===== config.mk =====
export PLATFORM = sky130hd
export DESIGN_NAME = operand_stream_bank_flat
export DESIGN_NICKNAME = d
export VERILOG_FILES = /design/src/rtl/operand_stream_bank_if.sv /design/src/rtl/operand_stream_bank.sv /design/src/flat_wrapper.sv
export SDC_FILE = /design/constraint.sdc
export NUM_CORES = 1
export LEC_CHECK = 0
export CORE_MARGIN = 5
export CORE_UTILIZATION = 35
export DETAILED_ROUTE_END_ITERATION = 7
export DONT_BUFFER_PORTS = 1
export GPL_TIMING_DRIVEN = 0
export PLACE_DENSITY = 0.48
export SKIP_CTS_REPAIR_TIMING = 1
export SLEW_MARGIN = 40
export SYNTH_ARGS = -nofsm -noshare
export SYNTH_HDL_FRONTEND = slang
export SYNTH_SLANG_ARGS = --single-unit

===== constraint.sdc =====
create_clock -name clk -period 4.4 [get_ports clk]
set_input_delay 0.66 -clock clk [delete_from_list [all_inputs] [get_ports clk]]
set_output_delay 0.66 -clock clk [all_outputs]
set_load 0.01 [all_outputs]

===== src/rtl/operand_stream_bank_if.sv =====
// operand_stream_bank_if: operand load stream, MAC-grid operand lanes/strobes and job status.
interface operand_stream_bank_if #(parameter int DW = 4, parameter int MAX_DIM = 3);
  localparam int DIMW = $clog2(MAX_DIM + 1);
  logic                       start;
  logic [DIMW-1:0]            row_w, col_w, row_x, col_x;
  logic [DW-1:0]              data_in;
  logic                       in_valid, in_ready, hold;
  logic [MAX_DIM*DW-1:0]      w_out, x_out;
  logic [MAX_DIM*MAX_DIM-1:0] ld_mac, clear_mac;
  logic                       busy, done, dim_err;
  modport master (
    output start, row_w, col_w, row_x, col_x, data_in, in_valid, hold,
    input  in_ready, w_out, x_out, ld_mac, clear_mac, busy, done, dim_err
  );
  modport slave (
    input  start, row_w, col_w, row_x, col_x, data_in, in_valid, hold,
    output in_ready, w_out, x_out, ld_mac, clear_mac, busy, done, dim_err
  );
endinterface


===== src/rtl/operand_stream_bank.sv =====
// operand_stream_bank: buffers W and X matrices from a valid/ready stream and
// streams one W column / X row per cycle into a MAX_DIM x MAX_DIM MAC grid.
module operand_stream_bank #(
  parameter int DW      = 4,
  parameter int MAX_DIM = 3
) (
  input logic                  clk,
  input logic                  clear,
  operand_stream_bank_if.slave bus
);
  localparam int DIMW = $clog2(MAX_DIM + 1);
  localparam int N    = MAX_DIM * MAX_DIM;
  localparam int AW   = $clog2(N + 1);
  typedef enum logic [2:0] {IDLE, LOAD_W, LOAD_X, CLR, STREAM, DONE} state_t;
  state_t          state_q, state_d;
  logic [DIMW-1:0] rw_q, rw_d, cw_q, cw_d, rx_q, rx_d, cx_q, cx_d;
  logic [DIMW-1:0] r_q, r_d, c_q, c_d, k_q, k_d;
  logic [AW-1:0]   base_q, base_d, kb_q, kb_d;
  logic            dim_err_q, dim_err_d;
  logic [DW-1:0]   w_q [N];
  logic [DW-1:0]   x_q [N];
  logic            beat, bad, last_c, last_r, streaming;
  logic [DIMW-1:0] rows, cols;
  logic [AW-1:0]   addr;
  assign beat      = bus.in_valid && bus.in_ready;
  assign rows      = (state_q == LOAD_W) ? rw_q : rx_q;
  assign cols      = (state_q == LOAD_W) ? cw_q : cx_q;
  assign last_c    = c_q == cols - 1'b1;
  assign last_r    = r_q == rows - 1'b1;
  // Row base advances by MAX_DIM on each column wrap, giving the r*MAX_DIM+c stride without a multiplier.
  assign addr      = base_q + AW'(c_q);
  assign streaming = (state_q == STREAM) && !bus.hold;
  assign bad = (bus.row_w == '0) || (bus.col_w == '0) || (bus.row_x == '0) || (bus.col_x == '0) ||
               (bus.row_w > DIMW'(MAX_DIM)) || (bus.col_w > DIMW'(MAX_DIM)) ||
               (bus.row_x > DIMW'(MAX_DIM)) || (bus.col_x > DIMW'(MAX_DIM)) ||
               (bus.col_w != bus.row_x);
  always_comb begin
    state_d   = state_q;
    rw_d      = rw_q;
    cw_d      = cw_q;
    rx_d      = rx_q;
    cx_d      = cx_q;
    r_d       = r_q;
    c_d       = c_q;
    k_d       = k_q;
    base_d    = base_q;
    kb_d      = kb_q;
    dim_err_d = dim_err_q;
    case (state_q)
      IDLE: if (bus.start) begin
        rw_d      = bus.row_w;
        cw_d      = bus.col_w;
        rx_d      = bus.row_x;
        cx_d      = bus.col_x;
        dim_err_d = bad;
        state_d   = bad ? IDLE : LOAD_W;
        r_d       = '0;
        c_d       = '0;
        base_d    = '0;
      end
      LOAD_W, LOAD_X: if (beat) begin
        c_d    = last_c ? '0 : c_q + 1'b1;
        r_d    = last_c ? r_q + 1'b1 : r_q;
        base_d = last_c ? base_q + AW'(MAX_DIM) : base_q;
        if (last_c && last_r) begin
          r_d     = '0;
          base_d  = '0;
          state_d = (state_q == LOAD_W) ? LOAD_X : CLR;
        end
      end
      CLR: begin
        k_d     = '0;
        kb_d    = '0;
        state_d = STREAM;
      end
      STREAM: if (!bus.hold) begin
        k_d     = k_q + 1'b1;
        kb_d    = kb_q + AW'(MAX_DIM);
        state_d = (k_q == cw_q - 1'b1) ? DONE : STREAM;
      end
      default: state_d = IDLE;
    endcase
  end
  always_ff @(posedge clk or posedge clear) begin
    if (clear) begin
      state_q   <= IDLE;
      rw_q      <= '0;
      cw_q      <= '0;
      rx_q      <= '0;
      cx_q      <= '0;
      r_q       <= '0;
      c_q       <= '0;
      k_q       <= '0;
      base_q    <= '0;
      kb_q      <= '0;
      dim_err_q <= 1'b0;
      for (int n = 0; n < N; n++) begin
        w_q[n] <= '0;
        x_q[n] <= '0;
      end
    end else begin
      state_q   <= state_d;
      rw_q      <= rw_d;
      cw_q      <= cw_d;
      rx_q      <= rx_d;
      cx_q      <= cx_d;
      r_q       <= r_d;
      c_q       <= c_d;
      k_q       <= k_d;
      base_q    <= base_d;
      kb_q      <= kb_d;
      dim_err_q <= dim_err_d;
      if (beat && state_q == LOAD_W) w_q[addr] <= bus.data_in;
      if (beat && state_q == LOAD_X) x_q[addr] <= bus.data_in;
    end
  end
  assign bus.in_ready = (state_q == LOAD_W) || (state_q == LOAD_X);
  assign bus.busy     = state_q != IDLE;
  assign bus.done     = state_q == DONE;
  assign bus.dim_err  = dim_err_q;
  // Lanes and cells outside the latched dimensions are forced to zero.
  for (genvar i = 0; i < MAX_DIM; i++) begin : g_lane
    assign bus.w_out[i*DW +: DW] = (streaming && DIMW'(i) < rw_q) ? w_q[AW'(i*MAX_DIM) + AW'(k_q)] : '0;
    assign bus.x_out[i*DW +: DW] = (streaming && DIMW'(i) < cx_q) ? x_q[kb_q + AW'(i)] : '0;
    for (genvar j = 0; j < MAX_DIM; j++) begin : g_cell
      logic act;
      assign act = (DIMW'(i) < rw_q) && (DIMW'(j) < cx_q);
      assign bus.ld_mac[i*MAX_DIM+j]    = streaming && act;
      assign bus.clear_mac[i*MAX_DIM+j] = (state_q == CLR) && act;
    end
  end
endmodule


===== src/flat_wrapper.sv =====
// flat-port wrapper written by rule: the top's interface ports become plain ports
module operand_stream_bank_flat 
#(
  parameter int DW      = 4,
  parameter int MAX_DIM = 3
)
  (clk, clear, bus_start, bus_row_w, bus_col_w, bus_row_x, bus_col_x, bus_data_in, bus_in_valid, bus_hold, bus_in_ready, bus_w_out, bus_x_out, bus_ld_mac, bus_clear_mac, bus_busy, bus_done, bus_dim_err);
  operand_stream_bank_if #(.DW(DW), .MAX_DIM(MAX_DIM)) bus_i ();
  input logic clk;
  input logic clear;
  input wire logic [$bits(bus_i.start)-1:0] bus_start;
  input wire logic [$bits(bus_i.row_w)-1:0] bus_row_w;
  input wire logic [$bits(bus_i.col_w)-1:0] bus_col_w;
  input wire logic [$bits(bus_i.row_x)-1:0] bus_row_x;
  input wire logic [$bits(bus_i.col_x)-1:0] bus_col_x;
  input wire logic [$bits(bus_i.data_in)-1:0] bus_data_in;
  input wire logic [$bits(bus_i.in_valid)-1:0] bus_in_valid;
  input wire logic [$bits(bus_i.hold)-1:0] bus_hold;
  output wire logic [$bits(bus_i.in_ready)-1:0] bus_in_ready;
  output wire logic [$bits(bus_i.w_out)-1:0] bus_w_out;
  output wire logic [$bits(bus_i.x_out)-1:0] bus_x_out;
  output wire logic [$bits(bus_i.ld_mac)-1:0] bus_ld_mac;
  output wire logic [$bits(bus_i.clear_mac)-1:0] bus_clear_mac;
  output wire logic [$bits(bus_i.busy)-1:0] bus_busy;
  output wire logic [$bits(bus_i.done)-1:0] bus_done;
  output wire logic [$bits(bus_i.dim_err)-1:0] bus_dim_err;
  assign bus_i.start = bus_start;
  assign bus_i.row_w = bus_row_w;
  assign bus_i.col_w = bus_col_w;
  assign bus_i.row_x = bus_row_x;
  assign bus_i.col_x = bus_col_x;
  assign bus_i.data_in = bus_data_in;
  assign bus_i.in_valid = bus_in_valid;
  assign bus_i.hold = bus_hold;
  assign bus_in_ready = bus_i.in_ready;
  assign bus_w_out = bus_i.w_out;
  assign bus_x_out = bus_i.x_out;
  assign bus_ld_mac = bus_i.ld_mac;
  assign bus_clear_mac = bus_i.clear_mac;
  assign bus_busy = bus_i.busy;
  assign bus_done = bus_i.done;
  assign bus_dim_err = bus_i.dim_err;
  operand_stream_bank #(.DW(DW), .MAX_DIM(MAX_DIM)) u_core (.clk(clk), .clear(clear), .bus(bus_i));
endmodule

### Layout detail, run 1

Window x 95 to 115, y 95 to 115 microns. Cells in grey, sequential cells in the stronger grey; small squares are vias.
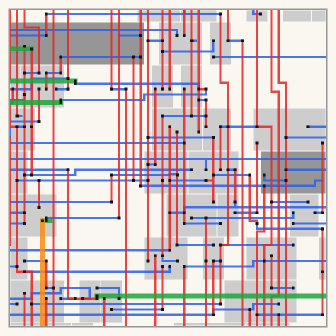
met3 -> green
met2 -> red
met4 -> orange
met1 -> blue
sequential cells in the window = 1
cells with their middle in the window = 25
netlist names of flops here include = u_core.x_q (1)
most frequent = nand2_1 (5), a21oi_1 (4), a22oi_1 (4)

### Cells by drive strength, run 1

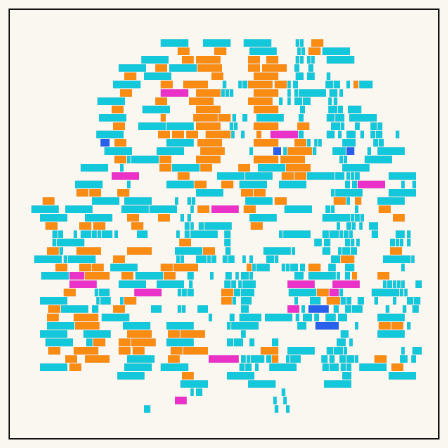
drive 1 or less -> cyan  # cells 379, share 71%
drive 3 to 4 -> blue  # cells 5, share 0.94%
drive 2 -> orange  # cells 135, share 25%
drive 6 and up -> magenta  # cells 14, share 2.6%

==> metrics.cfg, run 1 <==
[floorplan]
die_w_microns = 140.0
initCoreUtil_pct = 35.67
ios = 63
core_sq_um = 16580
die_area_sq_um = 19600
die_height_microns = 140.0

[critical_path]
worstSetupPathType = reg2out
cp_num_buf_inv = 3
required_ns = 3.74
end_kind = output pin
crit_family = buffers and inverters
startpoint_type = register
crit_chain = buf_2 > inv_1 > ha_1 > clkbuf_2 > mux4_2 > mux2_2 > a22oi_1 > nor2_1
critical_path.slowest_cell = mux4_2
max_stage_delay_ns = 0.55
cp.arrival_ns = 3.26
crit_path_max_fanout = 19

[sta]
rsz0062_at_grt = false
hold_viol = 0
holdWs_ns = 0.1491
period_minus_slack_ns = 3.916
slew_headroom_pct = 49.09
clock-skew-final_ns = 0.008565
period_used_pct = 89.00
tightest_slew_ns = 0.7609
drv_slew = 0
fmax_ghz = 0.2554
fin_ws_ns = 0.4840
setup-violations-final = 0
fin_tns_setup_ns = 0

[route]
antenna_left = 0
drt-pass1-iter-count = 7
drt_first_iter_violations = 215
wl_microns = 16030
via_per_inst = 5.629
drc = 0
vias = 4239
wl_per_cell_microns = 21.29

[yosys]
common_cells = dfrtp_1, mux2_2, nor2_1
ys_top_cells_by_area = dfrtp_1, mux2_2, mux4_2
yosys_most_used_dff = dfrtp_1
top_cell_area_share_pct = 41.46
synth_seq_share_pct = 41.46
fp_nets = 543
syn-instance-count = 517
synth-seq-cells = 98
syn_area_sq_um = 5916
synth.yosys.warnings = 0
largest_area_cell = dfrtp_1
edf_count = 0
yosys.stat.chipArea_sq_um = 5916
syn_area_per_cell_sq_um = 11.44
yosysCellCount = 517
yosysMostFrequentCell = dfrtp_1
ys_async_sr_fraction_pct = 100.0
ys_types = 51

[grt]
grt_start_max_net_pins = 52
grt_pass1_vias = 4482
grt_usage_pct = 16.86
grt_pass1_wl_microns = 25810
antenna_found_initial = 0
overflow = 0

[pwr]
p_per_area_nw_per_um2 = 682.0
p_leak_nw = 2.722
vdd_drop_max_mv = 0.3018

[place]
dp_hpwl_microns = 12120
gp_routability_congestion = 0.7939
place_ws_ns = 0.1597
portBuffers = 0
placed_area_sq_um = 6231

[clock_network]
cts_root_buffer = clkbuf_16
cts.sinks = 98
htree_levels = 3
cts-buffers-inserted = 9
cts_tree = done
clk_pin_slew_ns = 0.08
insertion_delay_ns = 0.36
clk_path_buf_depth = 2

[flow_run]
cap_violations = 0
warnings = 28

[layout]
areaGrowthSynthToFinish_pct = 10.17
n_antenna_cell = 0
nets = 554
layout-drive-gt1-share_pct = 28.89
final_area_sq_um = 6518

[status]
status = complete, no violations

[hold_path]
hold_class = in2async

### Cell outlines without signal wires, run 1

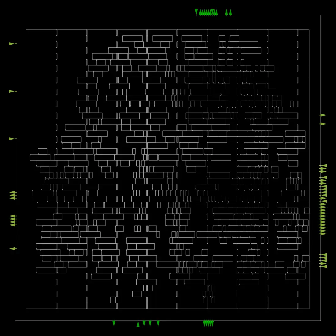
Seq/total area: 37.63%
well-tap cell count: 220
standard-cell rows: 47
flop count: 98

### Ports around the boundary, run 1

Bar = 50 microns. Pins as bars across the die edge, other pins in grey.
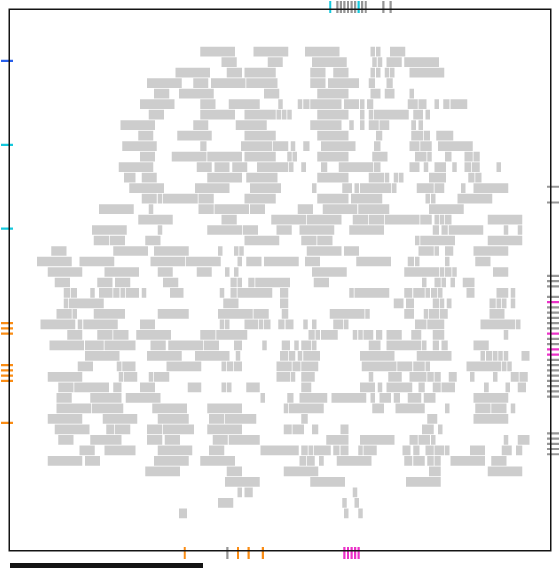
bus_data_in -> cyan  # pins 4, direction input, edge 2 north, 2 west
bus_w_out -> orange  # pins 12, direction output, edge 8 west, 4 south
clk -> blue  # pins 1, direction input, edge west
bus_ld_mac -> magenta  # pins 9, direction output, edge 5 south, 4 east
all pins by edge = 30 east, 12 north, 11 west, 10 south

## run 1: worst reg2reg max path, stage by stage (launching register included)
cell and delay (ns):
dfrtp_1 0.43, ha_1 0.25, fa_1 0.53, nor2_1 0.11, o21ba_2 0.17, mux2_2 0.26, nor3_1 0.26, nand3_1 0.31
mux2_2 0.38
## run 1: cell families (layout without fill, tap and decap cells)
family	Yosys count	after routing	synth area share, %
AND-OR/OR-AND	56	56	6.155
XOR/XNOR	11	11	1.629
adder cells (fa/ha/maj)	9	9	2.031
buffers and inverters	38	54	2.453
flip-flops	98	98	41.46
multiplexers	135	135	32.32
AND/OR/NAND/NOR	170	170	13.96
## run 1: power breakdown
group          internal [mW]  switching, mW  total, mW
registers               1.24          0.314       1.55
clock network          0.405          0.375      0.781
logic                   1.05           1.07       2.11
## run 1: state kept, by name, indices dropped and copies added (netlist names)
name	count
u_core.w_q	36
u_core.rw_q	2
u_core.bus.dim_err	1
u_core.c_q	2
u_core.cx_q	2
u_core.base_q	4
u_core.cw_q	2
u_core.kb_q	4
u_core.state_q	3
u_core.rx_q	2
u_core.r_q	2
u_core.k_q	2
u_core.x_q	36
## run 1: layer usage
metal	vias up	track usage, %	wire [microns]	part of all wire (%)
met5	-	0	0	0
met4	0	4.640	218	1.4
met3	17	4.840	1029	6.4
met2	127	26.66	7540	47
met1	2181	22.78	7240	45
li1	1914	-	-	-
## run 1: layout make-up
class | count | area, sq um
buffer | 26 | 102.6
clock buffer | 10 | 239.0
clock inverter | 6 | 48.80
fill | 1618 | 10070
inverter | 11 | 48.80
multi-input combinational | 381 | 3323
sequential | 98 | 2452
tap | 220 | 275.3
timing repair buffer | 1 | 27.53
## run 1: stage by stage
step / cells / power (mW) / util [%]
floorplan: 517 / 3.156 / -
global placement: 737 / 3.636 / 37.33
detailed placement: 738 / 3.685 / 37.57
CTS: 754 / 4.483 / 39.31
global route: 753 / 4.761 / 39.30
finish: 753 / 4.445 / 39.30
## run 1: cells in the final DEF (no fill, tap or decap), types with 4 or more instances in the layout
cell and n:
nor2b_1 10, inv_1 9, nand2b_1 4, buf_1 5, mux2_2 88, clkbuf_16 9
a21oi_1 16, ha_1 8, and2_1 5, a22oi_1 8, nand3_1 20, xnor2_1 7
nand2_1 49, xor2_1 4, clkbuf_1 17, dfrtp_1 98, mux4_2 36, o21ai_0 12
mux2i_1 11, nor2_1 56
## run 1: final timing paths
kind                       slack, ns                  startpoint  cells past startpoint                          to
hold / removal                  0.15                       clear                      1  u_core.w_q[35]$_DFFE_PP0P_
setup reg to reg                1.58   u_core.c_q[0]$_DFFE_PP0P_                      8   u_core.w_q[0]$_DFFE_PP0P_
max in group asynchronous       3.66                       clear                      2   u_core.x_q[9]$_DFFE_PP0P_
setup / recovery                0.48  u_core.kb_q[0]$_DFFE_PP0P_                      8                bus_x_out[6]
hold reg to reg                 0.51  u_core.w_q[16]$_DFFE_PP0P_                      1  u_core.w_q[16]$_DFFE_PP0P_
min in group clk                0.45              bus_data_in[3]                      1   u_core.w_q[7]$_DFFE_PP0P_
==> run 1 -> run 2 <==
Settings changed: CORE_ASPECT_RATIO from default to 0.6, CORE_MARGIN 5 to default, CTS_CLUSTER_DIAMETER from default to 60.
### Layout detail, run 2

Window x 117 to 137, y 67 to 87 microns. Cells in grey, sequential cells in the stronger grey; small squares are vias.
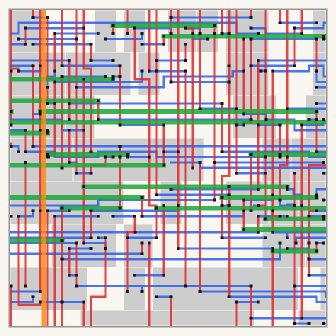
met4 -> orange
met1 -> blue
met3 -> green
met2 -> red
cells with their middle in the window = 25
sequential cells in the window = 0
most frequent = nand2_1 (7), a22oi_1 (5), a21oi_1 (4)

### Local utilization, run 2

The die is cut into 17 by 10 equal tiles; white is low, dark blue is high, 0 to 100% covered.
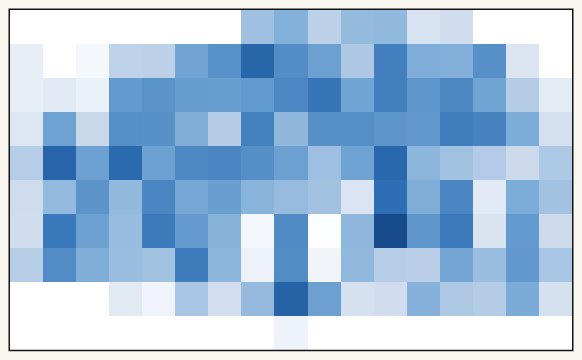
mean over tiles = 36%
tiles over 75% full = 4.1%
fullest tile = 89%
nearly empty tiles = 19%

==> metrics.cfg, run 2 <==
[status]
status = complete, no violations

[critical_path]
end_kind = output pin
r2r_start = u_core.c_q[0]$_DFFE_PP0P_
worstSetupPathType = reg2out
cp.arrival_ns = 3.32
required_ns = 3.74
crit_path_max_fanout = 19
startpoint_type = register
crit_start = u_core.kb_q[0]$_DFFE_PP0P_

[layout]
final_util_pct = 40.03
lay_top_cells = dfrtp_1, mux2_2, nor2_1, nand2_1, mux4_2
nets = 554
layout-drive-gt1-share_pct = 28.71
n_antenna_cell = 0
lay_top_count = dfrtp_1
areaGrowthSynthToFinish_pct = 10.93
final_area_sq_um = 6563
fin_cells = 761
top_regs = u_core.w_q x36, u_core.x_q x36

[clock_network]
cts-buffers-inserted = 9
insertion_delay_ns = 0.35
clk_pin_slew_ns = 0.07
clk_path_buf_depth = 2
cts.sinks = 98
cts_root_buffer = clkbuf_16
htree_levels = 3
cts_tree = done

[yosys]
yosys_most_used_dff = dfrtp_1
yosysMostFrequentCell = dfrtp_1
largest_area_cell = dfrtp_1
syn-instance-count = 517
synth-seq-cells = 98
yosys.stat.chipArea_sq_um = 5916
synth.yosys.warnings = 0
syn_area_sq_um = 5916
fp_nets = 543
ys_top_cells_by_area = dfrtp_1, mux2_2, mux4_2
ys_async_sr_fraction_pct = 100.0
yosysCellCount = 517
synth_seq_share_pct = 41.46
edf_count = 0
common_cells = dfrtp_1, mux2_2, nor2_1
top_cell_area_share_pct = 41.46
syn_area_per_cell_sq_um = 11.44
ys_types = 51

[sta]
rsz0062_at_grt = false
slew_headroom_pct = 44.37
tightest_slew_ns = 0.8345
hold_viol = 0
clock-skew-final_ns = 0.007870
period_used_pct = 90.48
fmax_ghz = 0.2512
drv_slew = 0
setup-violations-final = 0
period_minus_slack_ns = 3.981

[flow_run]
warnings = 28
cap_violations = 0

[place]
dp_hpwl_microns = 12520
placed_area_sq_um = 6246
gp_routability_congestion = 0.8466
dp.cells = 746

[floorplan]
initCoreUtil_pct = 36.08
die_area_sq_um = 17440
core_sq_um = 16400
ios = 63
rows = 36

[pwr]
power_mw = 4.588
vdd_drop_max_mv = 0.2033
p_per_area_nw_per_um2 = 699.1
p_leak_nw = 2.740

[grt]
grt_start_max_net_pins = 79
grt_pass1_vias = 4164
antenna_found_initial = 1
grt_pass1_wl_microns = 24960
grt_usage_pct = 19.64
overflow = 0

[route]
wl_per_cell_microns = 21.77
wl_microns = 16570
drc = 0
drt_first_iter_violations = 297
drt-pass1-iter-count = 5
antenna_left = 0
vias = 4422
via_per_inst = 5.811

[hold_path]
hold_class = in2async

### Ports around the boundary, run 2

Bar = 50 microns. Pins as bars across the die edge, other pins in grey.
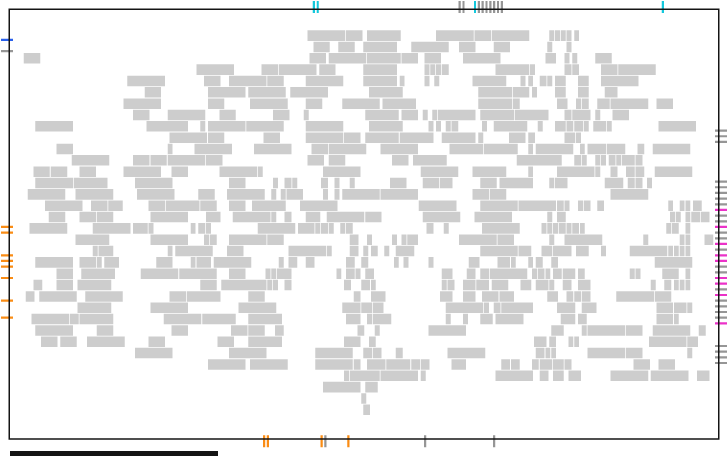
die span in x: 169.8 microns
PortBufs: 0
die height: 102.7 microns

-- run 2: through the flow --
stage | worst slack (ns) | TNS, ns | hold WS [ns]
after global routing | 0.2014 | 0 | 0.07514
after floorplan | 0.8640 | 0 | 0.4738
final | 0.4188 | 0 | 0.08305
after detailed placement | 0.1639 | 0 | 0.4575
after CTS | -0.2243 | -0.6956 | 0.08122
after global placement | -0.05869 | -4.376 | 0.4849
-- run 2: worst paths after layout --
check                           cells after the start  slack, ns                            to
worst max-delay path                                8       0.42                  bus_x_out[7]
worst min-delay path                                1       0.08    u_core.w_q[17]$_DFFE_PP0P_
worst max register to register                      8       1.54     u_core.w_q[1]$_DFFE_PP0P_
worst min register to register                      1       0.50    u_core.w_q[14]$_DFFE_PP0P_
max in group asynchronous                           2       3.68  u_core.base_q[0]$_DFFE_PP0P_
min in group clk                                    2       0.46    u_core.cx_q[1]$_DFFE_PP0P_
-- run 2: final cells by class --
class                   count  area, sq um
fillers                  1610         9833
multi-input cells         381         3327
flip-flops and latches     98         2452
well taps                 228        285.3
clock buffers              11        232.7
plain buffers              26        102.6
clock inverters             5        86.33
inverters                  11        48.80
repair buffers              1        27.53
-- run 2: kinds of logic after synthesis --
family / Yosys count / share of synthesized area, %
AND-OR/OR-AND: 56 / 6.155
XOR/XNOR: 11 / 1.629
AND/OR/NAND/NOR: 170 / 13.96
flip-flops: 98 / 41.46
multiplexers: 135 / 32.32
buffers and inverters: 38 / 2.453
adder cells (fa/ha/maj): 9 / 2.031
-- run 2: routing by layer --
metal	routed length [microns]	global-route usage, %	up-vias
met5	0	0	-
met4	158	4.158	0
met3	1272	5.298	15
met2	6586	26.86	190
met1	8549	30.49	2285
li1	-	-	1932
-- run 2: worst max-delay path, stage by stage (launching register included) --
cell and delay (ns):
dfrtp_1 0.51, buf_2 0.50, inv_1 0.13, ha_1 0.31, clkbuf_2 0.32, mux4_2 0.54, mux2_2 0.30, a22oi_1 0.21
nor2_1 0.13
-- run 2: power breakdown --
part / total, mW / switching [mW] / internal, mW / leakage, nW
clock network: 0.868 / 0.364 / 0.504 / 0.154
logic: 2.15 / 1.10 / 1.05 / 1.30
registers: 1.57 / 0.335 / 1.24 / 1.29
total: 4.59 / 1.80 / 2.79 / 2.74
==> run 2 -> run 3 <==
Settings changed: REMOVE_ABC_BUFFERS from default to 1.
### Cells by drive strength, run 3

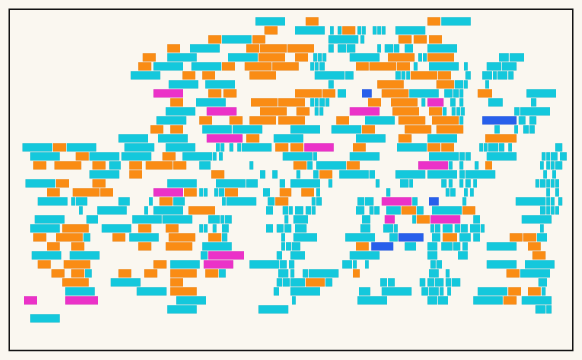
drive 1 or less -> cyan  # cells 353, share 70%
drive 3 to 4 -> blue  # cells 5, share 0.99%
drive 2 -> orange  # cells 133, share 26%
drive 6 and up -> magenta  # cells 15, share 3.0%

### Local utilization, run 3

The die is cut into 17 by 10 equal tiles; white is low, dark blue is high, 0 to 100% covered.
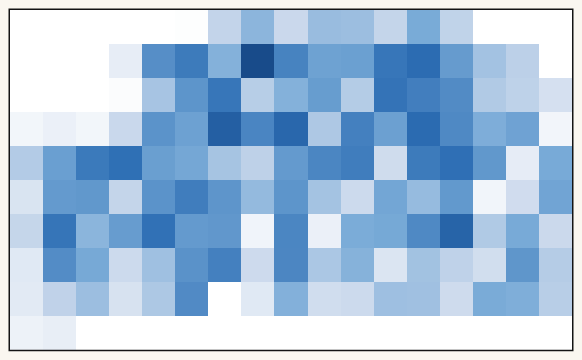
emptiest ninth of the die = north-west
fullest tile = 89%
nearly empty tiles = 19%

==> metrics.cfg, run 3 <==
[floorplan]
rows = 36
core_sq_um = 16400
ios = 63
die_area_sq_um = 17440
initCoreUtil_pct = 36.08
die_w_microns = 169.8
die_height_microns = 102.7

[yosys]
syn_area_per_cell_sq_um = 11.44
logic_family = multiplexers
largest_area_cell = dfrtp_1
yosys.stat.chipArea_sq_um = 5916
top_cell_area_share_pct = 41.46
common_cells = dfrtp_1, mux2_2, nor2_1
simple_gate_share_pct = 13.96
ys_async_sr_fraction_pct = 100.0
ys_top_cells_by_area = dfrtp_1, mux2_2, mux4_2
synth-seq-cells = 98
synth.yosys.warnings = 0
yosys_most_used_dff = dfrtp_1
muxShareOfSynthArea_pct = 32.32
yosys.area_share.aoi_pct = 6.155
yosysMostFrequentCell = dfrtp_1
ys_types = 51
ys_sh_xor_pct = 1.629
edf_count = 0
syn-instance-count = 517
syn_area_sq_um = 5916
yosysCellCount = 517
synth_seq_share_pct = 41.46

[critical_path]
r2r_start = u_core.c_q[0]$_DFFE_PP0P_
worstSetupPathType = reg2out
rrSetupSlack_ns = 1.67
crit_path_max_fanout = 14
crit_family = multiplexers
cp_num_buf_inv = 1
required_ns = 3.74
critical_path.slowest_cell = ha_1
startpoint_type = register
r2r_end = u_core.x_q[4]$_DFFE_PP0P_
path_depth = 6
endpoint = bus_x_out[5]
crit_start = u_core.kb_q[1]$_DFFE_PP0P_
crit_chain = clkinv_1 > ha_1 > mux4_2 > mux2_2 > a22oi_1 > nor2_1
rr_worst_depth = 8
cp.arrival_ns = 3.55
max_stage_delay_ns = 0.83
end_kind = output pin

[sta]
fmax_ghz = 0.2377
period_used_pct = 95.61
setup-violations-final = 0
hold_viol = 0
fin_tns_setup_ns = 0
tightest_slew_ns = 0.8399
clock-skew-final_ns = 0.009615
drv_slew = 0
fin_ws_ns = 0.1930
rsz0062_at_grt = false

[route]
via_per_inst = 5.687
wl_per_cell_microns = 21.32
highest_layer = met4
drt_first_iter_violations = 302
drt-pass1-iter-count = 4
dr_wl_met3_microns = 1266
antenna_left = 0
vias = 4174
wl_met1_microns = 7727
drc = 0
wl_met2_microns = 6480

[hold_path]
hold_class = in2async

[layout]
final_area_sq_um = 6480
lay_top_count = dfrtp_1
areaGrowthSynthToFinish_pct = 9.539
fillers = 1609
layout-drive-gt1-share_pct = 30.24
lay_top_cells = dfrtp_1, mux2_2, nor2_1, nand2_1, mux4_2
nets = 528
n_antenna_cell = 0
fin_cells = 734
final_util_pct = 39.52
top_regs = u_core.w_q x36, u_core.x_q x36

[clock_network]
clk_pin_slew_ns = 0.07
clk_path_buf_depth = 2
cts_tree = done
htree_levels = 3
cts.sinks = 98
insertion_delay_ns = 0.35
cts-buffers-inserted = 9

[grt]
antenna_found_initial = 0
grt_start_max_net_pins = 70
grt_pass1_vias = 4133
grt_usage_pct = 18.90
grt_pass1_wl_microns = 24170
overflow = 0

[pwr]
seqPwrFrac_pct = 38.7
pwr-share-clk_pct = 19.4
p_leak_nw = 2.701
switchingPower_mw = 1.719
vdd_drop_max_mv = 0.2231
p_per_area_nw_per_um2 = 693.6
p_int_mw = 2.776
swShare_pct = 38.24
comb_power_share_pct = 41.9

[place]
dp.cells = 719
portBuffers = 0
dp_hpwl_microns = 11620
placed_area_sq_um = 6141
place_ws_ns = 0.5571
gp_routability_congestion = 0.8382

[flow_run]
cap_violations = 0
warnings = 27

[status]
status = complete, no violations

### Layout detail, run 3

Window x 117 to 137, y 67 to 87 microns. Cells in grey, sequential cells in the stronger grey; small squares are vias.
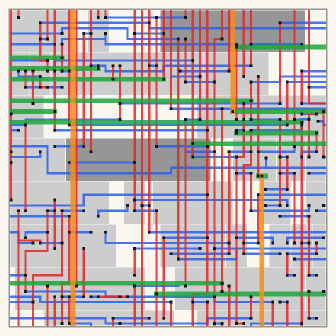
met3 -> green
met2 -> red
met1 -> blue
met4 -> orange
cells with their middle in the window = 28
netlist names of flops here include = u_core.x_q (2)
most frequent = nand2_1 (8), mux4_2 (5)
sequential cells in the window = 2

run 3: cell families after synthesis:
logic type | Yosys count
simple gates | 170
compound gates | 56
mux | 135
xor+xnor | 11
fa+ha+maj | 9
buf+inv | 38
flops | 98
run 3: power by group through the flow:
| stage | sequential, mW | clock, mW | combinational (mW) |
|---|---|---|---|
| global route | 1.80 | 0.928 | 2.07 |
| detailed placement | 1.75 | 0 | 1.88 |
| global placement | 1.72 | 0 | 1.86 |
| CTS | 1.73 | 0.897 | 1.89 |
| finish | 1.74 | 0.871 | 1.88 |
| floorplan | 1.56 | 0 | 1.56 |
run 3: cell type report:
type	count	area [sq um]	area share, %
clock inverters	5	86.33	1.332
well taps	228	285.3	4.402
flip-flops and latches	98	2457	37.92
repair buffers	1	27.53	0.4248
inverters	11	48.80	0.7530
clock buffers	10	239.0	3.688
multi-input cells	381	3336	51.48
run 3: routing by layer:
| layer | global-route usage (%) | vias up |
|---|---|---|
| li1 | - | 1878 |
| met1 | 27.77 | 2142 |
| met2 | 26.83 | 140 |
| met3 | 5.797 | 14 |
| met4 | 4.920 | 0 |
| met5 | 0 | - |
run 3: worst min path at each step:
stage	end	from
after floorplan	u_core.w_q[12]$_DFFE_PP0P_	u_core.w_q[12]$_DFFE_PP0P_
after global placement	u_core.w_q[12]$_DFFE_PP0P_	u_core.w_q[12]$_DFFE_PP0P_
after detailed placement	u_core.w_q[28]$_DFFE_PP0P_	clear
after CTS	u_core.w_q[28]$_DFFE_PP0P_	clear
after global routing	u_core.w_q[28]$_DFFE_PP0P_	clear
final	u_core.w_q[28]$_DFFE_PP0P_	clear
run 3: stage by stage:
step                power (mW)  hold WS [ns]
finish                   4.494        0.1038
detailed placement       3.623        0.4837
global route             4.799        0.1023
global placement         3.580        0.4846
CTS                      4.517       0.09525
floorplan                3.117        0.4738
No activity file was given, so power comes from the tool's default toggle rates.
